===== src/rtl/uart_fifo_controller.sv =====
// UART with TX/RX FIFOs, sticky status, maskable interrupt and an AHB slave port.
// Each FSM latches baud divisor and frame format when a frame starts.

module uart_fifo_buf #(
    parameter int W     = 8,
    parameter int DEPTH = 16
) (
    input  logic         clk,
    input  logic         rst_n,
    input  logic         push,
    input  logic         pop,
    input  logic [W-1:0] din,
    output logic [W-1:0] dout,
    output logic         full,
    output logic         empty
);
    localparam int AW = $clog2(DEPTH);
    localparam logic [AW:0] ONE = {{AW{1'b0}}, 1'b1};

    logic [W-1:0] mem [DEPTH];
    logic [AW:0]  wp;
    logic [AW:0]  rp;

    always_ff @(posedge clk or negedge rst_n) begin
        if (!rst_n) begin
            wp <= '0;
            rp <= '0;
        end else begin
            if (push) wp <= wp + ONE;
            if (pop)  rp <= rp + ONE;
        end
    end

    always_ff @(posedge clk) begin
        if (push) mem[wp[AW-1:0]] <= din;
    end

    assign dout  = mem[rp[AW-1:0]];
    assign empty = (wp == rp);
    assign full  = (wp[AW] != rp[AW]) && (wp[AW-1:0] == rp[AW-1:0]);
endmodule

module uart_fifo_controller #(
    parameter int BAUD_RATE  = 115200,
    parameter int CLK_FREQ   = 50000000,
    parameter int DATA_BITS  = 8,
    parameter int FIFO_DEPTH = 16
) (
    input  logic                 clk,
    input  logic                 rst_n,
    input  logic [31:0]          haddr_ahb,
    input  logic [31:0]          hwdata_ahb,
    output logic [31:0]          hrdata_ahb,
    input  logic                 hwrite_ahb,
    input  logic [1:0]           htrans_ahb,
    input  logic                 hsel_ahb,
    output logic                 hready_out_ahb,
    output logic                 hresp_ahb,
    output logic                 tx,
    input  logic                 rx,
    output logic [DATA_BITS-1:0] test_out,
    output logic                 uart_irq
);
    localparam int          DW       = DATA_BITS;
    localparam logic [15:0] BAUD_RST = 16'(CLK_FREQ / BAUD_RATE);
    localparam logic [2:0]  LAST_BIT = 3'(DATA_BITS - 1);

    typedef enum logic [2:0] {
        TX_IDLE, TX_START, TX_DATA, TX_PARITY, TX_STOP1, TX_STOP2
    } tx_state_t;
    typedef enum logic [2:0] {
        RX_IDLE, RX_START, RX_DATA, RX_PARITY, RX_STOP
    } rx_state_t;

    logic          ap_valid, ap_write;
    logic [2:0]    ap_sel;
    logic [4:0]    ctrl;
    logic [15:0]   baud;
    logic [2:0]    irq_en;
    logic [3:0]    sticky, sticky_set;
    logic          tx_push, tx_pop, tx_full, tx_empty;
    logic          rx_push, rx_pop, rx_full, rx_empty;
    logic [DW-1:0] tx_head, rx_head;
    logic          rd, wr, rx_good, par_set, frm_set;
    logic          unused_bits;

    assign hready_out_ahb = 1'b1;
    assign hresp_ahb      = 1'b0;
    assign unused_bits    = ^{haddr_ahb[31:5], haddr_ahb[1:0],
                              hwdata_ahb[31:16], htrans_ahb[0]};

    always_ff @(posedge clk or negedge rst_n) begin
        if (!rst_n) begin
            ap_valid <= 1'b0;
            ap_write <= 1'b0;
            ap_sel   <= '0;
        end else begin
            ap_valid <= hsel_ahb & htrans_ahb[1];
            ap_write <= hwrite_ahb;
            ap_sel   <= haddr_ahb[4:2];
        end
    end

    assign wr = ap_valid & ap_write;
    assign rd = ap_valid & ~ap_write;

    // A full FIFO still accepts a push when it is popped in the same cycle.
    assign tx_push = wr && ap_sel == 3'd0 && (!tx_full || tx_pop);
    assign rx_pop  = rd && ap_sel == 3'd0 && !rx_empty;
    assign rx_push = rx_good && (!rx_full || rx_pop);
    assign sticky_set = {wr && ap_sel == 3'd0 && tx_full && !tx_pop,
                         frm_set, par_set, rx_good && rx_full && !rx_pop};

    uart_fifo_buf #(.W(DW), .DEPTH(FIFO_DEPTH)) u_tx_fifo (
        .clk(clk), .rst_n(rst_n), .push(tx_push), .pop(tx_pop),
        .din(hwdata_ahb[DW-1:0]), .dout(tx_head),
        .full(tx_full), .empty(tx_empty)
    );

    logic [DW-1:0] rx_sh, rx_sh_n;

    uart_fifo_buf #(.W(DW), .DEPTH(FIFO_DEPTH)) u_rx_fifo (
        .clk(clk), .rst_n(rst_n), .push(rx_push), .pop(rx_pop),
        .din(rx_sh), .dout(rx_head),
        .full(rx_full), .empty(rx_empty)
    );

    always_ff @(posedge clk or negedge rst_n) begin
        if (!rst_n) begin
            ctrl     <= 5'h03;
            baud     <= BAUD_RST;
            irq_en   <= '0;
            sticky   <= '0;
            uart_irq <= 1'b0;
            test_out <= '0;
        end else begin
            if (wr && ap_sel == 3'd2) ctrl <= hwdata_ahb[4:0];
            if (wr && ap_sel == 3'd3)
                baud <= (hwdata_ahb[15:0] < 16'd4) ? 16'd4 : hwdata_ahb[15:0];
            if (wr && ap_sel == 3'd4) irq_en <= hwdata_ahb[2:0];
            sticky <= (sticky & ~((wr && ap_sel == 3'd1) ? hwdata_ahb[8:5] : 4'b0))
                    | sticky_set;
            uart_irq <= (irq_en[0] & ~rx_empty) | (irq_en[1] & tx_empty)
                      | (irq_en[2] & |sticky);
            if (rx_good) test_out <= rx_sh;
        end
    end

    tx_state_t     tx_st, tx_st_n;
    logic [15:0]   tx_cnt, tx_cnt_n, tx_bd, tx_bd_n;
    logic [DW-1:0] tx_sh, tx_sh_n;
    logic [2:0]    tx_bit, tx_bit_n;
    logic          tx_par, tx_par_n, tx_pe, tx_pe_n, tx_ts, tx_ts_n, tx_n;
    logic          tx_done;

    always_comb begin
        hrdata_ahb = '0;
        if (rd) begin
            unique case (1'b1)
                ap_sel == 3'd0: hrdata_ahb[DW-1:0] = rx_empty ? '0 : rx_head;
                ap_sel == 3'd1: hrdata_ahb[8:0] = {sticky, tx_st != TX_IDLE,
                                    rx_empty, rx_full, tx_empty, tx_full};
                ap_sel == 3'd2: hrdata_ahb[4:0]  = ctrl;
                ap_sel == 3'd3: hrdata_ahb[15:0] = baud;
                ap_sel == 3'd4: hrdata_ahb[2:0]  = irq_en;
                default: ;
            endcase
        end
    end

    always_ff @(posedge clk or negedge rst_n) begin
        if (!rst_n) begin
            tx_st  <= TX_IDLE;
            tx_cnt <= '0;
            tx_bd  <= BAUD_RST;
            tx_sh  <= '0;
            tx_bit <= '0;
            tx_par <= 1'b0;
            tx_pe  <= 1'b0;
            tx_ts  <= 1'b0;
            tx     <= 1'b1;
        end else begin
            tx_st  <= tx_st_n;
            tx_cnt <= tx_cnt_n;
            tx_bd  <= tx_bd_n;
            tx_sh  <= tx_sh_n;
            tx_bit <= tx_bit_n;
            tx_par <= tx_par_n;
            tx_pe  <= tx_pe_n;
            tx_ts  <= tx_ts_n;
            tx     <= tx_n;
        end
    end

    assign tx_done = (tx_cnt == 16'd0);

    always_comb begin
        tx_st_n  = tx_st;
        tx_cnt_n = tx_done ? tx_bd - 16'd1 : tx_cnt - 16'd1;
        tx_bd_n  = tx_bd;
        tx_sh_n  = tx_sh;
        tx_bit_n = tx_bit;
        tx_par_n = tx_par;
        tx_pe_n  = tx_pe;
        tx_ts_n  = tx_ts;
        tx_n     = tx;
        tx_pop   = 1'b0;
        case (tx_st)
            TX_IDLE: begin
                tx_n = 1'b1;
                if (ctrl[0] && !tx_empty) begin
                    tx_pop   = 1'b1;
                    tx_sh_n  = tx_head;
                    tx_par_n = ^tx_head ^ ctrl[3];
                    tx_pe_n  = ctrl[2];
                    tx_ts_n  = ctrl[4];
                    tx_bd_n  = baud;
                    tx_cnt_n = baud - 16'd1;
                    tx_n     = 1'b0;
                    tx_st_n  = TX_START;
                end
            end
            TX_START: if (tx_done) begin
                tx_st_n  = TX_DATA;
                tx_bit_n = '0;
                tx_n     = tx_sh[0];
            end
            TX_DATA: if (tx_done) begin
                if (tx_bit == LAST_BIT) begin
                    tx_st_n = tx_pe ? TX_PARITY : TX_STOP1;
                    tx_n    = tx_pe ? tx_par : 1'b1;
                end else begin
                    tx_bit_n = tx_bit + 3'd1;
                    tx_sh_n  = tx_sh >> 1;
                    tx_n     = tx_sh[1];
                end
            end
            TX_PARITY: if (tx_done) begin
                tx_st_n = TX_STOP1;
                tx_n    = 1'b1;
            end
            TX_STOP1: if (tx_done) tx_st_n = tx_ts ? TX_STOP2 : TX_IDLE;
            TX_STOP2: if (tx_done) tx_st_n = TX_IDLE;
            default:  tx_st_n = TX_IDLE;
        endcase
    end

    rx_state_t   rx_st, rx_st_n;
    logic [15:0] rx_cnt, rx_cnt_n, rx_bd, rx_bd_n;
    logic [2:0]  rx_bit, rx_bit_n;
    logic        rx_s1, rx_s2, rx_prev, rx_done;
    logic        rx_pe, rx_pe_n, rx_po, rx_po_n, rx_pbad, rx_pbad_n;

    always_ff @(posedge clk or negedge rst_n) begin
        if (!rst_n) begin
            rx_s1   <= 1'b1;
            rx_s2   <= 1'b1;
            rx_prev <= 1'b1;
            rx_st   <= RX_IDLE;
            rx_cnt  <= '0;
            rx_bd   <= BAUD_RST;
            rx_sh   <= '0;
            rx_bit  <= '0;
            rx_pe   <= 1'b0;
            rx_po   <= 1'b0;
            rx_pbad <= 1'b0;
        end else begin
            rx_s1   <= rx;
            rx_s2   <= rx_s1;
            rx_prev <= rx_s2;
            rx_st   <= rx_st_n;
            rx_cnt  <= rx_cnt_n;
            rx_bd   <= rx_bd_n;
            rx_sh   <= rx_sh_n;
            rx_bit  <= rx_bit_n;
            rx_pe   <= rx_pe_n;
            rx_po   <= rx_po_n;
            rx_pbad <= rx_pbad_n;
        end
    end

    assign rx_done = (rx_cnt == 16'd0);

    always_comb begin
        rx_st_n   = rx_st;
        rx_cnt_n  = rx_done ? rx_bd - 16'd1 : rx_cnt - 16'd1;
        rx_bd_n   = rx_bd;
        rx_sh_n   = rx_sh;
        rx_bit_n  = rx_bit;
        rx_pe_n   = rx_pe;
        rx_po_n   = rx_po;
        rx_pbad_n = rx_pbad;
        rx_good   = 1'b0;
        par_set   = 1'b0;
        frm_set   = 1'b0;
        case (rx_st)
            RX_IDLE: if (ctrl[1] && rx_prev && !rx_s2) begin
                rx_bd_n   = baud;
                rx_cnt_n  = {1'b0, baud[15:1]} - 16'd1;
                rx_pe_n   = ctrl[2];
                rx_po_n   = ctrl[3];
                rx_pbad_n = 1'b0;
                rx_st_n   = RX_START;
            end
            RX_START: if (rx_done) begin
                rx_st_n  = rx_s2 ? RX_IDLE : RX_DATA;
                rx_bit_n = '0;
            end
            RX_DATA: if (rx_done) begin
                rx_sh_n = {rx_s2, rx_sh[DW-1:1]};
                if (rx_bit == LAST_BIT) rx_st_n = rx_pe ? RX_PARITY : RX_STOP;
                else rx_bit_n = rx_bit + 3'd1;
            end
            RX_PARITY: if (rx_done) begin
                rx_pbad_n = rx_s2 ^ (^rx_sh) ^ rx_po;
                rx_st_n   = RX_STOP;
            end
            RX_STOP: if (rx_done) begin
                rx_st_n = RX_IDLE;
                frm_set = ~rx_s2;
                rx_good = rx_s2;
                par_set = rx_s2 & rx_pbad;
            end
            default: rx_st_n = RX_IDLE;
        endcase
    end
endmodule


===== config.mk =====
export PLATFORM = sky130hd
export DESIGN_NAME = uart_fifo_controller
export DESIGN_NICKNAME = d
export VERILOG_FILES = /design/src/rtl/uart_fifo_controller.sv
export SDC_FILE = /design/constraint.sdc
export NUM_CORES = 1
export LEC_CHECK = 0
export ABC_AREA = 1
export CAP_MARGIN = 10
export CORE_UTILIZATION = 35
export CTS_CLUSTER_DIAMETER = 120
export DETAILED_ROUTE_END_ITERATION = 7
export PLACE_DENSITY_LB_ADDON = 0.12
export SYNTH_ARGS = -nofsm -noshare
export SYNTH_HDL_FRONTEND = slang
export SYNTH_SLANG_ARGS = --single-unit

===== constraint.sdc =====
create_clock -name clk -period 3.84 [get_ports clk]
set_clock_uncertainty 0.1 [all_clocks]
set_input_delay 0.768 -clock clk [delete_from_list [all_inputs] [get_ports clk]]
set_output_delay 0.768 -clock clk [all_outputs]
set_load 0.01 [all_outputs]

run_1/pdn.png
Pins as bars on the die edge. Tap cells in gray.
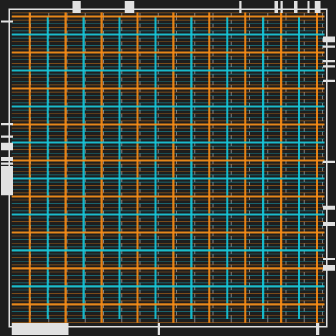
legend:
  VDD:
    color: cyan
  VSS:
    color: orange
met1 rails: 87
signal pins: 115
tap cells: 748
total core area: 55300 sq um
worst ir drop on vdd: 0.000386 V
Die Width: 239 microns
height of the die: 239 microns

run_1/cell_classes.png
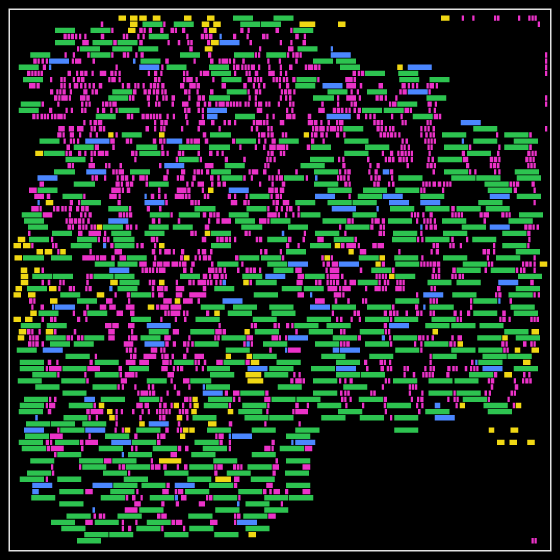
legend:
  clock drivers and dummy loads:
    color: blue
    cells: 91
    share_of_their_area: 7.2%
  flip-flops:
    color: green
    cells: 420
    share_of_their_area: 54%
  all other logic:
    color: magenta
    cells: 1560
    share_of_their_area: 34%
  other buffers and delay cells:
    color: yellow
    cells: 102
    share_of_their_area: 4.4%

==> README.md, run 1 <==
| Stage | Quantity | Reported |
|---|---|---|
| drt | Number of optimization iterations in the first detailed-route pass | 5 |
| drt | Metal3 WL | 2370 microns |
| layout | Layout Nets | 2223 |
| clock tree | Clock-pin slew on the worst setup and hold paths | 0.06 ns |
| global routing | Pin count of the biggest net entering global routing | 84 |
| synthesis | Dominant cell type by area after synthesis | sky130_fd_sc_hd__edfxtp_1 |
| power | Combinational cell power | 0.00366 W |
| layout | Cell area after layout | 22800 sq um |
| die | Number of placement rows | 86 |
| clock tree | Clock buffer depth | 3 |
| global routing | Antenna violations before repair | 0 |
| drt | Met1 WL | 25800 microns |
| synthesis | Mapped Area | 19600 sq um |
| final timing | Final hold violation count | 0 |
| die | Effective utilization at floorplan | 35.5% |
| setup path | Buffers and inverters on the worst path | 3 |
| power | Combinational share of power | 26.1% |
| place | GPL Wtd Cong | 0.829 |
| setup path | Worst-path cell chain | buf_6 > xnor2_2 > nand4_1 > nand2b_4 > o22ai_1 > a21oi_1 > a21oi_1 > buf_4 > clkdlybuf4s50_1 |
| final timing | Max-slew violation count | 0 |
| place | Number of input and output port buffers inserted | 50 |
| final timing | Post-Route Setup TNS | 0 ns |
| die | Overall chip area | 57100 sq um |
| hold path | Worst min path class | in2async |
| setup path | Type of the worst setup path | reg2out |
| global routing | Met3 layer usage reported by global route | 3.31% |
| power | Sequential power | 0.00574 W |
| synthesis | Post-Syn Area per Cell | 9.56 sq um |
| layout | Layout filler cell count | 5537 |
| layout | Fraction of final layout cells with drive strength greater than 1 | 9.25% |
| setup path | Number of cells on the critical path | 9 |
| final timing | Final period utilization | 97.7% |
| global routing | Met2 Track Usage GR | 28.9% |
| setup path | Number of cells traversed by the worst register-to-register path | 14 |
| global routing | Routing layer with the top usage in global route | met2 |
| place | Standard cell area after detailed placement | 21000 sq um |
| setup path | Top Family by Delay on Critical Path | buffers and inverters |
| clock tree | Clock tree from TritonCTS | built |
| synthesis | Main area contributors after synthesis | sky130_fd_sc_hd__edfxtp_1 39%, sky130_fd_sc_hd__dfrtp_1 18%, sky130_fd_sc_hd__nand2_1 8.3% |
| drt | Vias/cell | 4.85 |
| final timing | Maximum achievable frequency | 0.266 GHz |
| drt | Detailed Route WL | 52500 microns |
| drt | Number of routed nets with antenna violations | 0 |
| place | Estimated wirelength of the detail-placed design | 34000 microns |
| power | Total power density per cell area | 616 nW/um^2 |
| setup path | Slowest cell on the critical path | sky130_fd_sc_hd__dfrtp_4 |
| power | Internal power summed over all cells | 0.00927 W |
| setup path | Worst Setup Start Kind | flop |
| run status | Status | finished, final reports clean |
| global routing | Routing usage on met1 | 27.4% |
| power | Static Leakage | 8.89 nW |
| global routing | Vias in the first global route | 13900 |
| synthesis | Distinct lib cells | 57 |
| clock tree | Total clock buffers created by CTS | 49 |
| final timing | Number of endpoints failing setup at the final stage | 0 |
| synthesis | Async S/R FF share, synth | 39.0% |
| power | Design Power | 0.0140 W |
| power | Sequential Power Share | 40.9% |
| layout | Area overhead of the layout relative to synthesis | 15.9% |
| layout | Diodes inserted | 0 |
| clock tree | Total number of clock tree sinks | 420 |
| power | Top power group | sequential cells |
| drt | Detailed-route via count | 14200 |
| setup path | Most numerous cell on the critical path | sky130_fd_sc_hd__a21oi_1 |
| drt | Met2 Routed Length | 23500 microns |
| setup path | Largest fanout on the critical path | 20 |
| layout | Share of the core filled with cells in the final layout | 41.2% |
| setup path | Arrival time at the worst endpoint | 2.89 ns |
run_1/clock_map.png
The bar under the picture is 50 microns long.
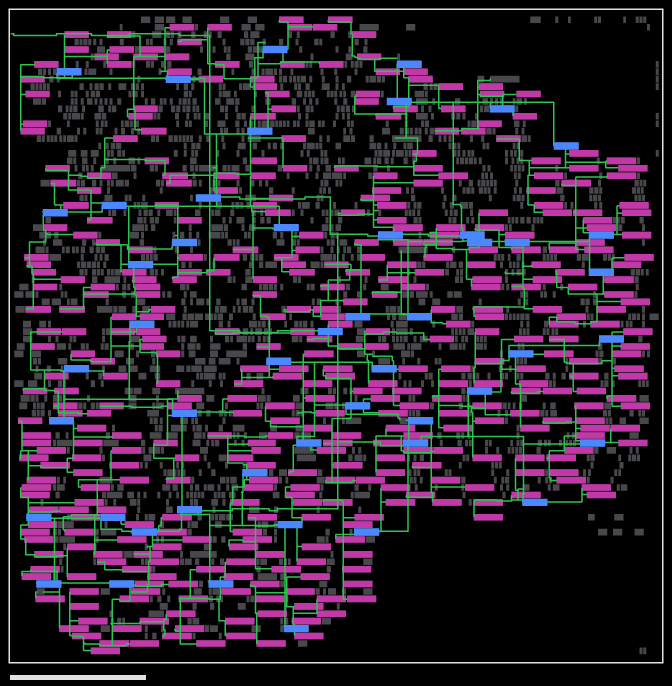
legend:
  clock wires:
    color: green
    length: 5880 microns
  flip-flops:
    color: magenta
    count: 420
  cells driving clock nets:
    color: blue
    count: 49
flops lie: spread over the die
routed clock nets: 50
insertion delay of the later-clocked pin in the worst-skew pair: 0.59 ns
power consumed by the clock network: 0.00462 W
clock network power share: 32.9%

-- run 1: final timing paths --
| check | from | endpoint | slack [ns] |
|---|---|---|---|
| setup / recovery | u_rx_fifo.rp[1] | hrdata_ahb[3] | 0.09 |
| max in group asynchronous | rst_n | rx_prev | 2.54 |
| setup reg to reg | u_tx_fifo.wp[3] | u_tx_fifo.rp[4] | 0.75 |
| hold reg to reg | rx_s1 | rx_s2 | 0.26 |
| min in group clk | rx_s1 | rx_s2 | 0.26 |
| hold / removal | rst_n | tx_sh[3] | 0.11 |
-- run 1: state kept, by name, indices dropped and copies added (netlist names), 8 cells and up --
name           flops
baud              16
rx_bd             16
rx_cnt            16
rx_sh              8
test_out           8
tx_bd             16
tx_cnt            16
tx_sh              8
u_rx_fifo.mem    128
u_tx_fifo.mem    128
-- run 1: cell usage in the layout, fill, tap and decap left out, types with 35 or more instances in the layout --
cell,Yosys,routed
sky130_fd_sc_hd__buf_4,27,45
sky130_fd_sc_hd__clkbuf_16,0,49
sky130_fd_sc_hd__clkdlybuf4s50_1,0,43
sky130_fd_sc_hd__dfrtp_1,143,139
sky130_fd_sc_hd__edfxtp_1,256,256
sky130_fd_sc_hd__inv_1,211,208
sky130_fd_sc_hd__nand2_1,436,436
sky130_fd_sc_hd__nand3_1,105,105
sky130_fd_sc_hd__nor2_1,312,310
sky130_fd_sc_hd__o21ai_0,175,175
sky130_fd_sc_hd__xor2_1,35,35
-- run 1: timing repair --
action                     4_1_cts  5_1_grt
pin swaps                        4        1
gates cloned                     1        0
hold buffers                     0        0
buffers inserted                 2        4
gates resized                   21        9
setup endpoints to repair        8        4
-- run 1: cells by family (layout without fill, tap and decap cells) --
logic type	Yosys count	after routing	share of synthesized area [%]
AND/OR/NAND/NOR	918	918	19.3
flip-flops	420	420	60.2
AND-OR/OR-AND	320	320	9.41
buffers and inverters	315	417	7.04
XOR/XNOR	51	51	2.27
adder cells (fa/ha/maj)	19	19	1.21
multiplexers	10	10	0.510
other	2	18	0.0382
-- run 1: Yosys cell counts, drive strengths merged (4+ instances only) --
| library cell | number |
|---|---|
| dfrtp | 143 |
| o221ai | 9 |
| nand3 | 107 |
| mux2i | 10 |
| nand3b | 7 |
| nor3 | 23 |
| nand2 | 449 |
| dfstp | 21 |
| a21oi | 35 |
| o22ai | 6 |
| a31oi | 19 |
| nand4 | 7 |
| xor2 | 35 |
| nor2 | 318 |
| o21ai | 201 |
| a32o | 4 |
| ha | 19 |
| clkinv | 4 |
| a221oi | 5 |
| clkbuf | 30 |
| xnor2 | 16 |
| edfxtp | 256 |
| o32ai | 19 |
| buf | 61 |
| inv | 220 |
| o211ai | 14 |
-- run 1: cell type report --
cell class	count	area, sq um	share of cell area (%)
repair buffers	102	962	4.23
well taps	748	936	4.11
multi-input cells	1336	6610	29.0
clock inverters	27	275	1.21
flip-flops and latches	420	11800	51.9
inverters	224	855	3.75
clock buffers	64	1300	5.72
-- run 1: metrics by stage --
step	hold WS (ns)	setup slack, ns	std cells
after detailed placement	0.249	0.443	2823
final	0.111	0.0867	2921
after global routing	0.197	-0.0286	2921
after CTS	0.164	-0.0240	2917
after global placement	0.247	0.446	2823
after floorplan	0.245	1.36	2071
run_1/metal_stack.png
The bar under the picture is 50 microns long.
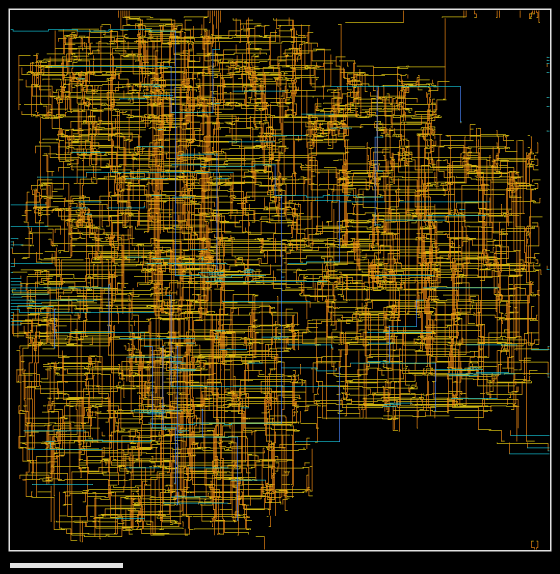

## Run 2: what changed since run 1
PLACE_DENSITY = 0.62   (was unset)
PLACE_DENSITY_LB_ADDON = unset   (was 0.12)
run_2/metal_stack.png
The bar under the picture is 50 microns long.
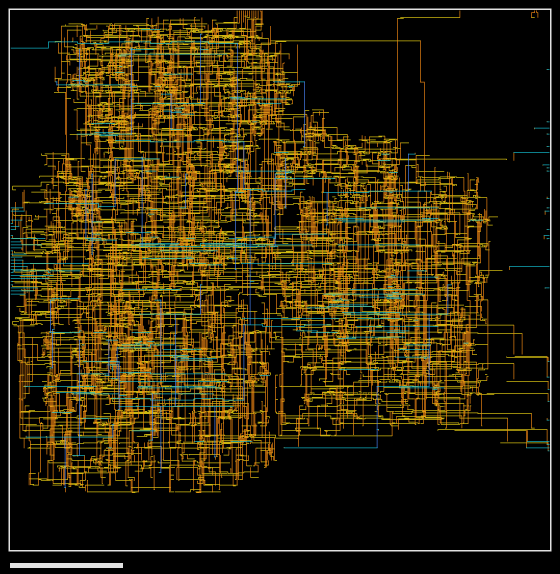
legend:
  met1:
    color: yellow
    wire_length: 22.6 mm
  met3:
    color: cyan
    wire_length: 2900 microns
  met2:
    color: orange
    wire_length: 22.7 mm
  met4:
    color: blue
    wire_length: 954 microns
average wire per cell in the routed design: 16.9 microns
Detailed Route WL: 49100 microns
detailed-route via count: 14300

==> run 2 against run 1 <==
Final cell count down 0.65%. Die size unchanged. Critical path depth down 4. Synthesized cell count unchanged. Clock power down 8.9%. Final area down 1.1%. Sequential share of layout area up 0.57 points. Core utilization down 0.46 points. Critical path type unchanged. Area after synthesis unchanged. Largest cell class unchanged. Hold slack better by 0.011 ns. Combinational power about the same.
==> README.md, run 2 <==
| Stage | Quantity | Reported | Change |
|---|---|---|---|
| run status | Status | finished, final reports clean |  |
| layout | Fraction of final layout cells with drive strength greater than 1 | 8.54% | -0.71 points |
| place | Number of input and output port buffers inserted | 50 | unchanged |
| synthesis | Number of instances in the synthesized netlist | 2055 |  |
| power | Worst ir drop on vdd | 0.000347 V | -10% |
| synthesis | Area share of xor/xnor cells in the synthesized design | 2.27% | unchanged |
| synthesis | Mux contribution to synthesized area | 0.510% | unchanged |
| final timing | Final period utilization | 95.9% | -1.9 points |
| drt | DRC violations left | 0 |  |
| clock tree | Total clock buffers created by CTS | 44 | -10% |
| final timing | Final hold violation count | 0 | unchanged |
| synthesis | Dominant cell type by area after synthesis | sky130_fd_sc_hd__edfxtp_1 |  |
| final timing | Unrepaired setup endpoints after global routing | no |  |
| synthesis | Mapped Area | 19600 sq um | unchanged |
| clock tree | Clock H-tree levels | 2 |  |
| layout | Commonest non-fill, non-tap cells in the layout | 436 x sky130_fd_sc_hd__nand2_1, 310 x sky130_fd_sc_hd__nor2_1, 256 x sky130_fd_sc_hd__edfxtp_1 |  |
| clock tree | CTS Root Cell | sky130_fd_sc_hd__clkbuf_16 |  |
| synthesis | Number of flops mapped to enable cells by yosys | 256 |  |
| synthesis | YS warnings | 0 |  |
| final timing | Maximum achievable frequency | 0.272 GHz | +2.0% |
| synthesis | Number of standard cells reported by yosys | 2055 |  |
| setup path | Data required time at the worst endpoint | 2.97 ns |  |
| global routing | Pin count of the biggest net entering global routing | 79 | -6.0% |
| layout | Area overhead of the layout relative to synthesis | 14.6% |  |
| power | Static Leakage | 8.84 nW | -0.58% |
| place | Number of placed instances with taps included | 2814 | -0.32% |
| synthesis | Top cell area share | 39.1% |  |
| setup path | Worst Setup Start Kind | flop |  |
| synthesis | Async S/R FF share, synth | 39.0% | unchanged |
| setup path | Arrival time at the worst endpoint | 2.81 ns | -0.08 ns |
| power | Total power density per cell area | 603 nW/um^2 | -2.0% |
| layout | Diodes inserted | 0 | unchanged |
| drt | Vias/cell | 4.94 | +1.9% |
| final timing | Max-slew violation count | 0 | unchanged |
| synthesis | Post-synth top cells | 436 x sky130_fd_sc_hd__nand2_1, 312 x sky130_fd_sc_hd__nor2_1, 256 x sky130_fd_sc_hd__edfxtp_1, 211 x sky130_fd_sc_hd__inv_1, 175 x sky130_fd_sc_hd__o21ai_0 |  |
| final timing | Max-slew headroom | 34.6% |  |
| drt | DRC marker count from the first detailed-route iteration | 1348 |  |
| synthesis | Library cell with the highest instance count after synthesis | sky130_fd_sc_hd__nand2_1 |  |
| synthesis | Portion of the post-synthesis area used by sequential elements | 60.2% |  |
| layout | Top cell excl fill/tap | sky130_fd_sc_hd__nand2_1 |  |
| global routing | Antenna violations before repair | 0 | unchanged |
| synthesis | Top non-seq family | simple AND/OR/NAND/NOR gates |  |
| clock tree | Clock tree from TritonCTS | built |  |
| synthesis | Flip-flop and latch count after synthesis | 420 |  |
| flow run | OpenROAD warning count | 80 |  |
| setup path | Type of the worst setup path | reg2out |  |
| setup path | Reg2reg setup slack | 0.80 ns | +0.05 ns |
| flow run | Max-Cap Viols | 0 |  |
| synthesis | Post-Syn Area per Cell | 9.56 sq um | unchanged |
| final timing | Tightest Pin Transition | 0.978 ns |  |
| global routing | Global-route wire length before repair | 77900 microns |  |
| die | Effective utilization at floorplan | 35.5% | unchanged |
| global routing | Residual overflow from global routing | 0 |  |
| layout | Layout Nets | 2208 | -0.67% |
| synthesis | Post-synthesis chip area from yosys | 19600 sq um |  |
| hold path | Worst min path class | in2async |  |
| setup path | Critical Path End Type | primary output |  |
| die | Number of placement rows | 86 | unchanged |
| global routing | Vias in the first global route | 14100 | +1.2% |
| place | Estimated wirelength of the detail-placed design | 31900 microns | -6.2% |
| place | GPL Wtd Cong | 0.859 | +3.7% |
| synthesis | AND/OR/NAND/NOR Cells, Area Fraction | 19.3% | unchanged |
| die | Total core area | 55300 sq um | unchanged |
| die | Number of top-level design ports | 115 |  |
| layout | Layout filler cell count | 5410 | -2.3% |
| final timing | Time the worst path needs with I/O delays and setup | 3.68 ns |  |
| setup path | Largest fanout on the critical path | 5 | -75% |
| global routing | Overall routing resource usage | 17.4% |  |
| final timing | Number of endpoints failing setup at the final stage | 0 | unchanged |
| clock tree | Total number of clock tree sinks | 420 | unchanged |
| die | Height of the die | 239 microns | unchanged |
| final timing | Post-Route Setup TNS | 0 ns | unchanged |
| synthesis | Main area contributors after synthesis | sky130_fd_sc_hd__edfxtp_1 39%, sky130_fd_sc_hd__dfrtp_1 18%, sky130_fd_sc_hd__nand2_1 8.3% |  |
| drt | Number of optimization iterations in the first detailed-route pass | 5 | unchanged |
| die | Overall chip area | 57100 sq um | unchanged |
| clock tree | Number of hold-repair buffers added at the cts stage | 0 | unchanged |
| drt | Number of routed nets with antenna violations | 0 | unchanged |
| synthesis | Adder-cell share of the synthesized area | 1.21% | unchanged |
| synthesis | Distinct lib cells | 57 | unchanged |
| die | Die Width | 239 microns | unchanged |
| final timing | Hold WS | 0.122 ns | +0.0107 ns |
| layout | Non-filler instance count after layout | 2902 | -0.65% |
| synthesis | Aoi/oai-family share of the synthesized area | 9.41% | unchanged |
| clock tree | Clock buffer depth | 3 | unchanged |
| clock tree | Clock-pin slew on the worst setup and hold paths | 0.06 ns | about the same |
| clock tree | Insertion delay of the later-clocked pin in the worst-skew pair | 0.60 ns | about the same |
| synthesis | Predominant post-synthesis flop cell | sky130_fd_sc_hd__edfxtp_1 |  |
run_2/pdn.png
Pins as bars on the die edge. Tap cells in gray.
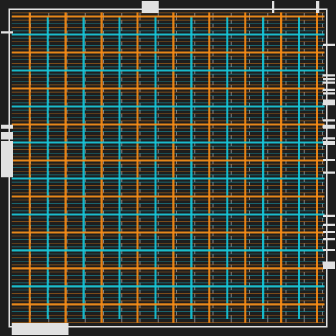
legend:
  VDD:
    color: cyan
  VSS:
    color: orange
met5 straps: 17
met4 straps: 17
rows: 86
met1 rails: 87

## run 2: netlist changes by cell type in the layout (fill, tap and decap cells not counted), sizes merged
cell           change
buf               -11
bufbuf             +1
bufinv             -5
clkdlybuf4s50      -2
clkinvlp           -1
dlygate4sd2        -1
dlymetal6s2s       +3
inv                -3
## run 2: kinds of logic after synthesis
kind of cell,after synthesis
AND/OR/NAND/NOR,918
flip-flops,420
AND-OR/OR-AND,320
buffers and inverters,315
XOR/XNOR,51
adder cells (fa/ha/maj),19
multiplexers,10
other,2
## run 2: final timing paths
path,cells past startpoint,from,to
setup / recovery,5,ap_sel[2],hrdata_ahb[14]
hold / removal,1,rst_n,tx_sh[3]
setup reg to reg,9,tx_st[1],u_tx_fifo.mem[9][1]
hold reg to reg,0,rx_s1,rx_s2
max in group asynchronous,2,rst_n,tx_cnt[12]
min in group clk,0,rx_s1,rx_s2
## run 2: what timing repair did
action	4_1_cts	5_1_grt
setup buffers	5	0
setup endpoints to repair	8	3
pin swaps	1	0
gates resized	15	6
cloned	1	0
## run 2: critical path, stage by stage, from the launching register on
cell and delay (ns):
sky130_fd_sc_hd__dfrtp_1 0.43, sky130_fd_sc_hd__nor3_2 0.45, sky130_fd_sc_hd__clkinvlp_4 0.28, sky130_fd_sc_hd__buf_4 0.21, sky130_fd_sc_hd__nor3_1 0.24, sky130_fd_sc_hd__clkdlybuf4s50_1 0.61
## run 2: layout make-up
| cell class | count | area [sq um] | area share, % |
|---|---|---|---|
| multi-input combinational | 1336 | 6540 | 29.1 |
| inverter | 224 | 852 | 3.79 |
| sequential | 420 | 11800 | 52.5 |
| tap | 748 | 936 | 4.16 |
| clock buffer | 64 | 1310 | 5.81 |
| clock inverter | 18 | 151 | 0.673 |
| timing repair buffer | 92 | 901 | 4.00 |
## run 2: power breakdown
part | leakage, nW | internal [W] | total (W) | switching [W]
logic | 4.11 | 0.00115 | 0.00363 | 0.00248
clock network | 0.725 | 0.00239 | 0.00421 | 0.00182
registers | 4.00 | 0.00538 | 0.00574 | 0.000362
## run 2: routing by layer
layer | vias to the layer above | global-route usage, % | wire [microns] | part of all wire [%]
li1 | 6910 | - | - | -
met3 | 80 | 2.81 | 2900 | 5.9
met5 | - | 0 | 0 | 0
met4 | 0 | 4.86 | 954 | 1.9
met2 | 424 | 27.8 | 22700 | 46
met1 | 6913 | 24.6 | 22600 | 46
## run 2: per-stage QoR
stage / area (sq um) / setup WS (ns) / util, % / power, W
after global placement: 20900 / 0.378 / 37.8 / 0.00932
after detailed placement: 20900 / 0.366 / 37.8 / 0.00942
final: 22500 / 0.159 / 40.7 / 0.0136
after global routing: 22500 / 0.0190 / 40.7 / 0.0144
after CTS: 22500 / -0.00872 / 40.7 / 0.0137
after floorplan: 19700 / 1.36 / - / 0.00848
Power is estimated from default activity; no workload was simulated.
